Fig. 1: run 1, clock nets
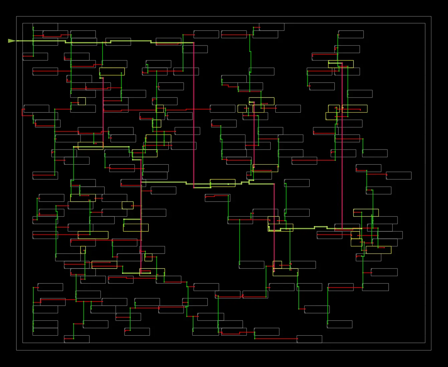
Fig. 2: run 1, M3 wires
(3 px per µm)
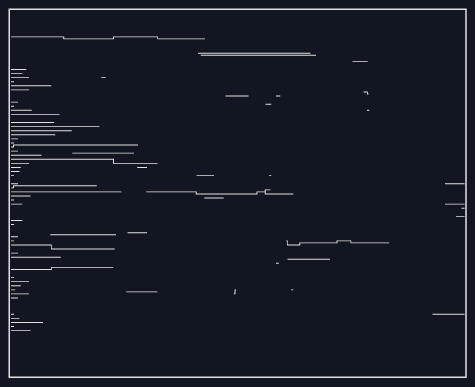
Fig. 3: run 1, routed clock nets over the placement
(3 px per µm)
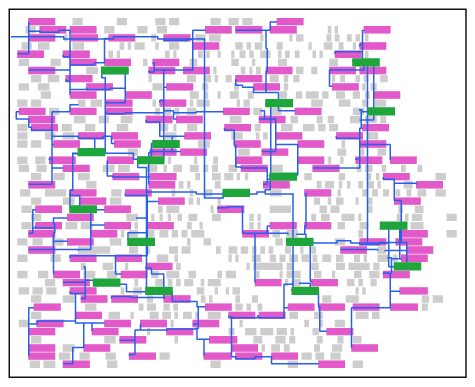
File: config.mk
export PLATFORM = sky130hd
export DESIGN_NAME = vga_sync_monitor
export DESIGN_NICKNAME = d
export VERILOG_FILES = /design/src/rtl/vga_sync_monitor.sv
export SDC_FILE = /design/constraint.sdc
export NUM_CORES = 1
export LEC_CHECK = 0
export CELL_PAD_IN_SITES_DETAIL_PLACEMENT = 1
export CELL_PAD_IN_SITES_GLOBAL_PLACEMENT = 1
export CORE_ASPECT_RATIO = 0.8
export CORE_MARGIN = 2
export CORE_UTILIZATION = 35
export CTS_CLUSTER_DIAMETER = 200
export DETAILED_ROUTE_END_ITERATION = 8
export PLACE_DENSITY_LB_ADDON = 0.12
export SYNTH_ARGS = -nofsm -noshare
export SYNTH_HDL_FRONTEND = slang
export SYNTH_SLANG_ARGS = --single-unit
File: constraint.sdc
create_clock -name i_clk -period 3.32 [get_ports i_clk]
set_clock_uncertainty 0.2 [all_clocks]
set_input_delay 0.664 -clock i_clk [delete_from_list [all_inputs] [get_ports i_clk]]
set_output_delay 0.664 -clock i_clk [all_outputs]
set_load 0.01 [all_outputs]
File: src/rtl/vga_sync_monitor.sv
// Receive-side VGA timing monitor: recovers pixel coordinates from HS/VS/BLANK,
// measures line/frame geometry and declares lock after consecutive good frames.
module vga_sync_monitor #(
  parameter int H_TOTAL     = 800,
  parameter int V_TOTAL     = 525,
  parameter int H_ACT       = 640,
  parameter int V_ACT       = 480,
  parameter int LOCK_FRAMES = 2
) (
  input  logic       i_clk,
  input  logic       i_rst_n,
  input  logic       i_hs,
  input  logic       i_vs,
  input  logic       i_blank,
  input  logic [7:0] i_R,
  input  logic [7:0] i_G,
  input  logic [7:0] i_B,
  output logic [7:0] o_R,
  output logic [7:0] o_G,
  output logic [7:0] o_B,
  output logic [9:0] o_x,
  output logic [9:0] o_y,
  output logic       o_pix_valid,
  output logic       o_frame_start,
  output logic       o_locked,
  output logic       o_err,
  output logic [7:0] o_err_cnt
);

  typedef enum logic [1:0] {SEARCH, CHECK, LOCKED} state_e;

  localparam logic [10:0] H_MAX   = 11'h7FF;
  localparam logic [9:0]  V_MAX   = 10'h3FF;
  localparam logic [11:0] H_TOT_W = 12'(H_TOTAL);
  localparam logic [10:0] H_ACT_W = 11'(H_ACT);
  localparam logic [9:0]  V_TOT_W = 10'(V_TOTAL);
  localparam logic [9:0]  V_ACT_W = 10'(V_ACT);
  localparam logic [3:0]  LOCK_W  = 4'(LOCK_FRAMES);

  logic        hs_q, vs_q, blank_q, hsPrev_q, vsPrev_q, blankPrev_q;
  logic [23:0] rgb_q;
  logic [10:0] hCnt_q, hCnt_d, xCnt_q, xCnt_d, actLen_q, actLen_d;
  logic [9:0]  vCnt_q, vCnt_d, yCnt_q, yCnt_d;
  logic        lineSeen_q, lineSeen_d, actSeen_q, actSeen_d, frameOk_q, frameOk_d;
  state_e      state_q, state_d;
  logic [3:0]  goodCnt_q, goodCnt_d, goodNext;
  logic [9:0]  xOut_q, yOut_q;
  logic [23:0] rgbOut_q;
  logic        pixValid_q, pixValid_d, frameStart_q, locked_q, err_q, errHit;
  logic [7:0]  errCnt_q, errCnt_d;

  logic        hsFall, vsFall, blkRise, blkFall, watchdog, lineBad, frameBad;
  logic [11:0] lineLen;
  logic [10:0] pixX, actNow;

  assign hsFall  = hsPrev_q & ~hs_q;
  assign vsFall  = vsPrev_q & ~vs_q;
  assign blkRise = ~blankPrev_q & blank_q;
  assign blkFall = blankPrev_q & ~blank_q;
  assign lineLen = {1'b0, hCnt_q} + 12'd1;
  assign pixX    = blkRise ? 11'd0 : xCnt_q;
  assign actNow  = blkFall ? xCnt_q : actLen_q;
  // A saturated h_cnt only means sync loss when no HS edge is arriving right now.
  assign watchdog = (hCnt_q == H_MAX) && !hsFall;

  // Lines without an active run are judged on length only; missing runs show up in y_cnt.
  assign lineBad  = hsFall && lineSeen_q &&
                    ((lineLen != H_TOT_W) || ((actSeen_q || blkFall) && (actNow != H_ACT_W)));
  assign frameBad = !frameOk_q || lineBad || (vCnt_q != V_TOT_W) || (yCnt_q != V_ACT_W);

  always_comb begin
    hCnt_d     = hsFall ? 11'd0 : ((hCnt_q == H_MAX) ? H_MAX : hCnt_q + 11'd1);
    vCnt_d     = vCnt_q;
    if (vsFall)
      vCnt_d = hsFall ? 10'd1 : 10'd0;
    else if (hsFall && vCnt_q != V_MAX)
      vCnt_d = vCnt_q + 10'd1;
    xCnt_d     = xCnt_q;
    if (blank_q)
      xCnt_d = (pixX == H_MAX) ? H_MAX : pixX + 11'd1;
    actLen_d   = blkFall ? xCnt_q : actLen_q;
    yCnt_d     = yCnt_q;
    if (vsFall)
      yCnt_d = 10'd0;
    else if (blkFall && yCnt_q != V_MAX)
      yCnt_d = yCnt_q + 10'd1;
    lineSeen_d = watchdog ? 1'b0 : (hsFall ? 1'b1 : lineSeen_q);
    actSeen_d  = (hsFall || watchdog) ? 1'b0 : (blkFall ? 1'b1 : actSeen_q);
    frameOk_d  = vsFall ? 1'b1 : (lineBad ? 1'b0 : frameOk_q);
  end

  always_comb begin
    state_d   = state_q;
    goodCnt_d = goodCnt_q;
    goodNext  = goodCnt_q + 4'd1;
    errHit    = 1'b0;
    if (watchdog) begin
      state_d   = SEARCH;
      goodCnt_d = 4'd0;
      errHit    = (state_q == LOCKED);
    end else begin
      case (state_q)
        SEARCH: if (vsFall) begin
          state_d   = CHECK;
          goodCnt_d = 4'd0;
        end
        CHECK: if (vsFall) begin
          if (frameBad) begin
            goodCnt_d = 4'd0;
          end else begin
            goodCnt_d = goodNext;
            if (goodNext >= LOCK_W) state_d = LOCKED;
          end
        end
        LOCKED: if (lineBad || (vsFall && frameBad)) begin
          errHit    = 1'b1;
          state_d   = CHECK;
          goodCnt_d = 4'd0;
        end
        default: state_d = SEARCH;
      endcase
    end
    pixValid_d = (state_d == LOCKED) && blank_q;
    errCnt_d   = (errHit && errCnt_q != 8'hFF) ? errCnt_q + 8'd1 : errCnt_q;
  end

  always_ff @(posedge i_clk or negedge i_rst_n) begin
    if (!i_rst_n) begin
      hs_q <= 1'b1;  vs_q <= 1'b1;  blank_q <= 1'b0;  rgb_q <= '0;
      hsPrev_q <= 1'b1;  vsPrev_q <= 1'b1;  blankPrev_q <= 1'b0;
      hCnt_q <= '0;  vCnt_q <= '0;  xCnt_q <= '0;  yCnt_q <= '0;  actLen_q <= '0;
      lineSeen_q <= 1'b0;  actSeen_q <= 1'b0;  frameOk_q <= 1'b0;
      state_q <= SEARCH;  goodCnt_q <= '0;
      xOut_q <= '0;  yOut_q <= '0;  rgbOut_q <= '0;
      pixValid_q <= 1'b0;  frameStart_q <= 1'b0;  locked_q <= 1'b0;
      err_q <= 1'b0;  errCnt_q <= '0;
    end else begin
      hs_q <= i_hs;  vs_q <= i_vs;  blank_q <= i_blank;  rgb_q <= {i_R, i_G, i_B};
      hsPrev_q <= hs_q;  vsPrev_q <= vs_q;  blankPrev_q <= blank_q;
      hCnt_q <= hCnt_d;  vCnt_q <= vCnt_d;  xCnt_q <= xCnt_d;  yCnt_q <= yCnt_d;
      actLen_q <= actLen_d;
      lineSeen_q <= lineSeen_d;  actSeen_q <= actSeen_d;  frameOk_q <= frameOk_d;
      state_q <= state_d;  goodCnt_q <= goodCnt_d;
      if (pixValid_d) begin
        xOut_q   <= pixX[9:0];
        yOut_q   <= yCnt_q;
        rgbOut_q <= rgb_q;
      end
      pixValid_q   <= pixValid_d;
      frameStart_q <= vsFall;
      locked_q     <= (state_d == LOCKED);
      err_q        <= errHit;
      errCnt_q     <= errCnt_d;
    end
  end

  assign o_R           = rgbOut_q[23:16];
  assign o_G           = rgbOut_q[15:8];
  assign o_B           = rgbOut_q[7:0];
  assign o_x           = xOut_q;
  assign o_y           = yOut_q;
  assign o_pix_valid   = pixValid_q;
  assign o_frame_start = frameStart_q;
  assign o_locked      = locked_q;
  assign o_err         = err_q;
  assign o_err_cnt     = errCnt_q;

endmodule
==> flow_summary.json, run 1 <==
{
  "critPathArrivalTime_ns": 3.09,
  "dr_wl_met2_um": 5940,
  "postCtsSetupBuffers": 0,
  "viasPerCell": 5.00,
  "ys_warn_count": 0,
  "avgRoutedWirePerCell_um": 16.5,
  "power.total_uw": 4240,
  "crit_family": "simple AND/OR/NAND/NOR gates",
  "status": "complete, no violations",
  "largest_area_cell": "dfrtp_1",
  "grt_busiest_layer": "met1",
  "final_cells": 850,
  "slowest_stage": "dfrtp_1",
  "warning_count": 29,
  "tap_cells": 225,
  "ctsResizeCount": 0,
  "dpl_cell_area_um2": 7310,
  "comb_area_share_pct": 29.0,
  "worstPathMaxFanout": 15,
  "flop_area_um2": 3710,
  "syn_nets": 550,
  "first_global_vias": 4523,
  "n_clock_buffer": 17,
  "m1WireLength_um": 6980,
  "logic_gate_count": 334,
  "fp_util_pct": 35.5,
  "row_count": 43,
  "drive_gt1_share_pct": 14.2,
  "gp_routability_congestion": 0.767,
  "dpl.cell_count": 818,
  "logic_family": "simple AND/OR/NAND/NOR gates",
  "logic_area_um2": 2290,
  "die_x_um": 152,
  "worst_pin_slew_ns": 0.724,
  "biggestCellCategory": "sequential cells",
  "holdBufCountCts": 0,
  "synth_cell_types": 56,
  "numPortBuffers": 84,
  "buffer_area_share_pct": 12.5,
  "whs_ns": 0.0101,
  "top_regs": "rgbOut_q: 24 flops, rgb_q: 24 flops",
  "dr.pass1.iters": 4,
  "timing.rr.start": "blankPrev_q",
  "crit_chain": "nand2b_1 -> and2_1 -> ha_1 -> and3_1 -> nand4_1 -> nor2_1 -> nand3_1 -> o21ai_1 -> buf_4 -> a21oi_1 -> nor3_1",
  "hold_viol_final": 0,
  "topCellsByArea": "dfrtp_1, mux2_2, mux2_1",
  "sh_seq_area_pct": 47.0,
  "drt_iter0_drc": 206,
  "dr.max_layer_used": "met4",
  "vias": 4250
}
Notes on Fig. 1 above:
clk sinks: 148
number of sequential cells: 148
clock distribution power: 1910 µW
CTS Buf Count: 17

Notes on Fig. 2 above:
share of all routed wire	5.9%
main direction	horizontal
wire length on this layer	835 µm

Notes on Fig. 3 above:
[green] clock drivers | count: 17
[magenta] flip-flops | count: 148
[blue] clock wires | length: 1,980 µm
flops lie	spread over the die
routed clock nets	18

[run 1: power by group]
group | internal (µW) | switching (µW)
Combinational | 147 | 163
Sequential | 1910 | 106
Clock | 1070 | 846
[run 1: layout by cell type, fill, tap and decap left out, drive strengths merged, types with 2 or more instances in the layout]
master	netlist	layout
and4	4	4
mux2	44	44
o2bb2a	2	2
nor2	43	43
nor4	6	6
dfrtp	144	144
clkinv	0	2
clkbuf	12	17
nor3b	4	4
dfstp	4	4
o31ai	6	6
clkdlybuf4s50	0	83
xnor2	16	16
o21ai	19	19
or2	2	2
o22a	5	5
nand2b	5	5
a31oi	4	4
xor2	14	14
inv	11	20
nand4	10	10
and2	2	2
nand3	21	21
o21a	4	4
nor3	6	6
nor2b	6	6
ha	9	9
and3	10	10
nand2	41	41
a41oi	2	2
clkinvlp	0	3
buf	7	17
a21oi	29	29
a311oi	3	3
[run 1: Yosys cell counts, types with 4 or more instances]
master and count:
dfrtp_1 144, nor4_1 4, nor3_1 6, o21ai_0 17
xor2_1 14, nand4_1 10, a31oi_1 4, nand2_1 41
ha_1 9, mux2_2 26, a21oi_1 28, nor2b_1 6
mux2_1 18, and4_1 4, nand2b_1 5, nor3b_1 4
nor2_1 43, and3_1 10, nand3_1 20, buf_2 4
dfstp_2 4, o31ai_1 6, o22a_1 5, o21a_1 4
inv_1 11, clkbuf_1 12, xnor2_1 16
[run 1: final timing paths]
path	end	slack (ns)	depth (start not counted)
max	xCnt_q[3]	0.38	11
min	rgb_q[22]	0.01	1
max reg2reg	xCnt_q[3]	0.38	11
min reg2reg	vsPrev_q	0.17	0
max in group asynchronous	hs_q	2.05	2
min in group i_clk	vsPrev_q	0.17	0
Fig. 4: run 1, selected gate families
(2 px per µm)
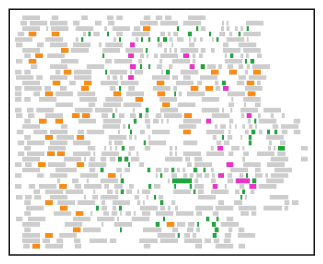

==> run 2: changes to the inputs <==
--- a/config.mk
+++ b/config.mk
@@ -13,6 +13,7 @@
 export CTS_CLUSTER_DIAMETER = 200
 export DETAILED_ROUTE_END_ITERATION = 8
 export PLACE_DENSITY_LB_ADDON = 0.12
+export RECOVER_POWER = 50
 export SYNTH_ARGS = -nofsm -noshare
 export SYNTH_HDL_FRONTEND = slang
 export SYNTH_SLANG_ARGS = --single-unit
==> constraint.sdc (replaced) <==
create_clock -name i_clk -period 3.5 [get_ports i_clk]
set_clock_uncertainty 0.2 [all_clocks]
set_input_delay 0.7 -clock i_clk [delete_from_list [all_inputs] [get_ports i_clk]]
set_output_delay 0.7 -clock i_clk [all_outputs]
set_load 0.01 [all_outputs]
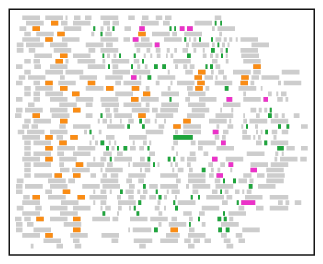
Fig. 5. Selected gate families (run 2).
(2 px per µm)
color	family	cells	most used
green	nand cells	78	nand2_1
magenta	non-inverting ao/oa cells	15	o22a_1
orange	mux cells	44	mux2_2

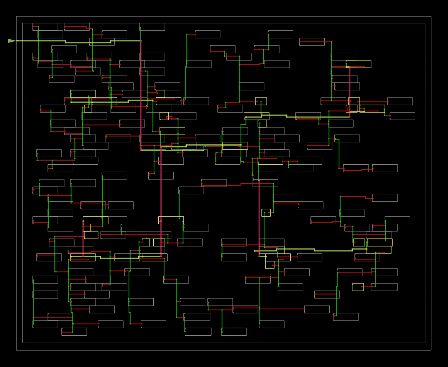
Fig. 6. Clock nets (run 2).
clock distribution power: 1760 µW
CLK BUF: 18
Clock Latency Late Sink: 0.42 ns

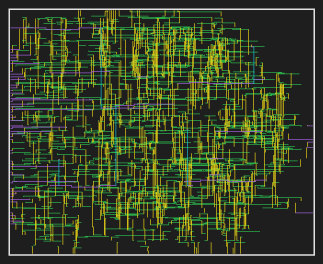
Fig. 7. Metal layers overlaid (run 2).
(2 px per µm)
color	layer	wire length
purple	metal 3	693 µm
cyan	metal 4	139 µm
green	metal 1	7,340 µm
yellow	metal 2	6,040 µm

==> run 2 against run 1 <==
Compared with the run above:
- critical endpoint is now goodCnt_q[3]
- via count decreased by 0.35%
- core utilization shrank 0.31 points
- clock power shrank 8%
- area after synthesis is the same
- critical path depth is 4 lower
- die area is the same
- largest cell class unchanged
- hold slack better by 0.16 ns
- fmax down 0.82%
- the run now ends with max-capacitance violations, max-slew violations left
- sequential power decreased by 5%
- total power down 6.6%
- sequential share of layout area is 0.31 points higher
==> flow_summary.json, run 2 <==
{
  "drt_iter0_drc": 181,
  "postCtsSetupBuffers": 0,
  "nNonClkInverters": 11,
  "r2r_slack_ns": 0.53,
  "synthCells": 512,
  "final_antenna_net_count": 0,
  "lay_top_cells": "dfrtp_1, clkdlybuf4s50_1, nor2_1",
  "overflow": 0,
  "hold_end": "vsPrev_q",
  "tap_cells": 225,
  "drc": 0,
  "first_global_vias": 4489,
  "fp_util_pct": 35.5,
  "flop_area_um2": 3710,
  "antennaDiodeCount": 0,
  "worst_pin_slew_ns": 1.80,
  "hp-class": "reg2reg",
  "critPathRequiredTime_ns": 3.62,
  "numPortBuffers": 84,
  "synth_cell_types": 56,
  "biggestCellCategory": "sequential cells",
  "ys_async_sr_fraction_pct": 100,
  "timing.rr.end": "goodCnt_q[3]",
  "period_minus_slack_ns": 2.97,
  "clk_pin_slew_worst_paths_ns": 0.07,
  "die_x_um": 152,
  "worstPathMaxFanout": 8,
  "fill_cells": 1828,
  "topCellsByArea": "dfrtp_1, mux2_2, mux2_1",
  "top_cell": "dfrtp_1",
  "lay_top_count": "dfrtp_1",
  "gp_routability_congestion": 0.787,
  "hold_start": "vs_q",
  "maxCapViolCount": 1,
  "violations": "max-capacitance violations, max-slew violations",
  "rsz0062_at_grt": "false",
  "antenna_found_initial": 0,
  "core_um2": 17200,
  "syn-cell-area_um2": 6110,
  "grtUsageMet3_pct": 5.58,
  "setup_viol": 0,
  "utilization_pct": 45.6,
  "syn_nets": 550,
  "holdBufCountCts": 0,
  "ys_warn_count": 0,
  "dr.pass1.iters": 4,
  "ctsResizeCount": 0,
  "largest_area_cell": "dfrtp_1",
  "r2r_cells": 7,
  "peakVddDrop_v": 0.000290,
  "warning_count": 29,
  "sh_seq_area_pct": 47.3,
  "grt_max_degree": 71,
  "vias": 4235,
  "row_count": 43,
  "postSynthSeqShare_pct": 60.7,
  "critPathArrivalTime_ns": 3.09,
  "logic_gate_count": 334,
  "n_all_buffers": 98,
  "status": "finished with violations",
  "area_growth_pct": 28.4,
  "synthTopCellsByCount": "dfrtp_1, nor2_1, nand2_1",
  "grt_busiest_layer": "met1",
  "avgRoutedWirePerCell_um": 16.8,
  "drive_gt1_share_pct": 13.6,
  "timing.rr.start": "xCnt_q[1]",
  "top_regs": "rgbOut_q: 24 flops, rgb_q: 24 flops",
  "buffer_area_share_pct": 12.1,
  "m1WireLength_um": 7340,
  "comb_area_share_pct": 29.2,
  "hold_viol_final": 0,
  "viasPerCell": 4.99,
  "slew_viol_final": 70,
  "min_path_cells": 0,
  "cts.sinks": 148,
  "cts.path.max_buffers": 2,
  "cts_buffers": 17,
  "cp-startpoint": "xCnt_q[1]",
  "logic_area_um2": 2290,
  "dr_wl_met2_um": 6040,
  "cts_root_buffer": "clkbuf_16",
  "ys_area_um2": 6110,
  "dr.max_layer_used": "met4",
  "flop-count": 148,
  "grtUsageTotal_pct": 16.6,
  "avgSynthCellArea_um2": 11.9
}
run 2: cell types whose count changed in the layout (fill, tap and decap cells not counted), sizes merged:
| cell | before | now |
|---|---|---|
| dlygate4sd3 | 0 | 27 |
| clkdlybuf4s50 | 83 | 56 |
| bufinv | 1 | 0 |
| clkbuf | 17 | 21 |
| buf | 17 | 12 |
run 2: logic make-up (layout without fill, tap and decap cells):
family,after synthesis,in the layout,synth area share (%)
and+or+nand+nor,168,168,14.2
adders and majority gates,9,9,1.84
xor gates and xnor gates,30,30,4.30
AOI/OAI and AO/OA,83,83,8.79
DFF,148,148,60.7
muxes,44,44,8.11
buffers and inverters,30,141,2.05
run 2: worst max path at each step:
stage,endpoint
2_1_floorplan,xCnt_q[6]
3_3_place_gp,goodCnt_q[3]
3_5_place_dp,goodCnt_q[3]
4_1_cts,goodCnt_q[3]
5_1_grt,goodCnt_q[2]
6_report,goodCnt_q[3]
run 2: report_power, final:
group / leakage (µW) / switching (µW) / internal (µW)
clock network: 0.000275 / 798 / 962
registers: 0.00192 / 102 / 1810
logic: 0.00126 / 156 / 131
run 2: through the flow:
step / hold WS [ns] / total power [µW] / instances / instance area, µm² / worst slack, ns
floorplan: 0.151 / 2090 / 512 / 6110 / 0.572
global placement: 0.155 / 2230 / 816 / 7280 / 0.541
detailed placement: 0.158 / 2240 / 816 / 7280 / 0.515
CTS: 0.103 / 4040 / 848 / 7860 / 0.489
global route: 0.175 / 4150 / 848 / 7840 / 0.297
finish: 0.166 / 3960 / 848 / 7840 / 0.531
run 2: worst max-delay path: stages (launching register included):
cell,delay (ns)
dfrtp_1,0.44
nor4_1,0.43
a31oi_1,0.15
a31o_1,0.24
o31a_1,0.41
or4b_4,0.62
o2bb2a_1,0.31
o31ai_1,0.07
Fig. 8: run 2, M3 wires
(3 px per µm)
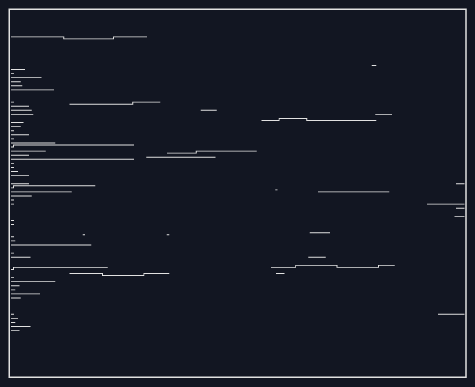

==> run 3: changes to the inputs <==
==> constraint.sdc (replaced) <==
create_clock -name i_clk -period 2.65 [get_ports i_clk]
set_clock_uncertainty 0.2 [all_clocks]
set_input_delay 0.53 -clock i_clk [delete_from_list [all_inputs] [get_ports i_clk]]
set_output_delay 0.53 -clock i_clk [all_outputs]
set_load 0.01 [all_outputs]
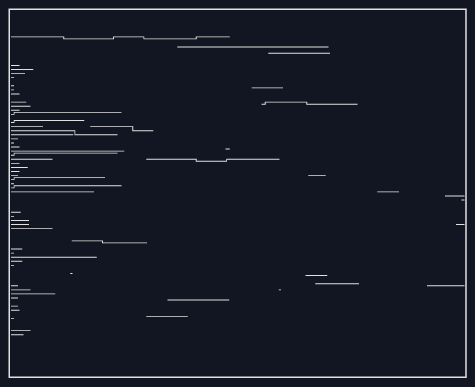
Fig. 9. M3 wires (run 3).
(3 px per µm)
nets with wire on the layer	61
longest straight run	50.1 µm
share of all routed wire	5.4%
main direction	horizontal

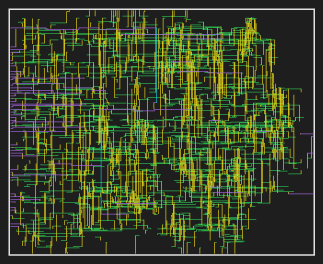
Fig. 10. Metal layers overlaid (run 3).
(2 px per µm)
color	layer	wire length
green	metal 1	7,370 µm
yellow	metal 2	7,190 µm
cyan	metal 4	163 µm
purple	metal 3	842 µm

==> run 3 against run 2 <==
Compared with the run above:
- the flow now finishes without violations
- first-iteration DRC count down 8.8%
- clock power up 34%
- register-to-register slack worse by 0.51 ns
- core utilization up 4.9 points
- hold slack better by 0.0060 ns
- sequential power up about 30%
- largest power group unchanged
- highest routed layer unchanged
==> flow_summary.json, run 3 <==
{
  "lay_top_count": "dfrtp_1",
  "ys_area_um2": 6110,
  "final_cells": 916,
  "critPathArrivalTime_ns": 2.80,
  "layout_setup_ws_ns": 0.0200,
  "rsz0062_at_grt": "true",
  "fa_ha_area_share_pct": 1.84,
  "topCellsByArea": "dfrtp_1, mux2_2, mux2_1",
  "ys_async_sr_fraction_pct": 100,
  "status": "complete, no violations",
  "top_regs": "rgbOut_q: 24 flops, rgb_q: 24 flops",
  "fin_area_um2": 8690,
  "dpl_cell_area_um2": 7670,
  "peakVddDrop_v": 0.000440,
  "viasPerCell": 4.98,
  "xor_share_pct": 4.30,
  "first_global_vias": 4820,
  "grt_max_degree": 66,
  "gp_routability_congestion": 0.773,
  "utilization_pct": 50.5,
  "drive_gt1_share_pct": 26.6,
  "slew_viol_final": 0,
  "m1WireLength_um": 7370,
  "antennaDiodeCount": 0,
  "dr_wl_met2_um": 7190,
  "avgSynthCellArea_um2": 11.9,
  "dr.max_layer_used": "met4",
  "antenna_found_initial": 0,
  "core_um2": 17200,
  "hp-class": "reg2reg",
  "dpl.cell_count": 862,
  "pre_cts_ws_ns": -0.133,
  "cts_buffers": 17,
  "dr.pass1.iters": 4,
  "crit_chain": "nand4_1 -> buf_4 -> nor2_1 -> xnor2_2 -> o31a_1 -> or4b_4 -> o2bb2a_4 -> a21bo_1",
  "worst_pin_slew_ns": 0.622,
  "grt_busiest_layer": "met2",
  "grtUsageTotal_pct": 17.5,
  "synth_cell_types": 56,
  "muxShareOfSynthArea_pct": 8.11,
  "row_count": 43,
  "period_minus_slack_ns": 2.63,
  "numPortBuffers": 84,
  "holdBufCountCts": 1,
  "fp_util_pct": 35.5,
  "clock_latency_ns": 0.43
}
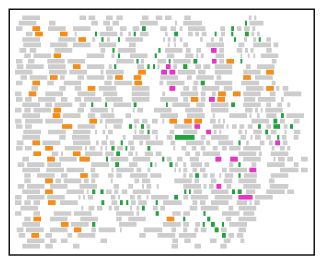
Fig. 11. Selected gate families (run 3).
(2 px per µm)
color	family	cells	most used
orange	mux cells	44	mux2_2
green	nand cells	78	nand2_1
magenta	non-inverting ao/oa cells	15	o22a_1

[run 3: netlist changes by cell type in the layout (fill, tap and decap cells not counted), sizes merged]
| cell | change |
|---|---|
| buf | +66 |
| clkdlybuf4s50 | +7 |
| dlygate4sd3 | -6 |
| clkinv | +2 |
| clkinvlp | -2 |
| clkbuf | +1 |
[run 3: area by class of cell]
class | count | area [µm²] | share of cell area (%)
Sequential cell | 148 | 3710 | 42.7
Clock buffer | 18 | 429 | 4.94
Inverter | 11 | 41.3 | 0.475
Tap cell | 225 | 282 | 3.24
Multi-Input combinational cell | 334 | 2470 | 28.4
Clock inverter | 14 | 156 | 1.80
Timing Repair Buffer | 166 | 1600 | 18.4
[run 3: worst max-delay path, delay by kind of cell (launching register included)]
kind | cells | cell delay, ns
flops | 1 | 0.40
compound gates | 3 | 0.74
xor+xnor | 1 | 0.11
buf+inv | 1 | 0.17
simple gates | 3 | 0.94
[run 3: path summary, 6_finish.rpt]
| kind | cells after the start | end | from | slack (ns) |
|---|---|---|---|---|
| min in group asynchronous | 2 | rgb_q[21] | i_rst_n | 0.45 |
| max in group asynchronous | 3 | hs_q | i_rst_n | 1.04 |
| hold reg to reg | 0 | hsPrev_q | hs_q | 0.17 |
| hold / removal | 0 | hsPrev_q | hs_q | 0.17 |
| setup reg to reg | 8 | goodCnt_q[2] | hCnt_q[4] | 0.02 |
| setup / recovery | 8 | goodCnt_q[2] | hCnt_q[4] | 0.02 |
[run 3: power breakdown]
part	leakage (µW)	switching, µW	internal [µW]
Clock	0.000284	1090	1260
Combinational	0.00170	298	283
Sequential	0.00192	93.3	2390
Power figures rest on the tool's default switching activity, not on a simulated workload.
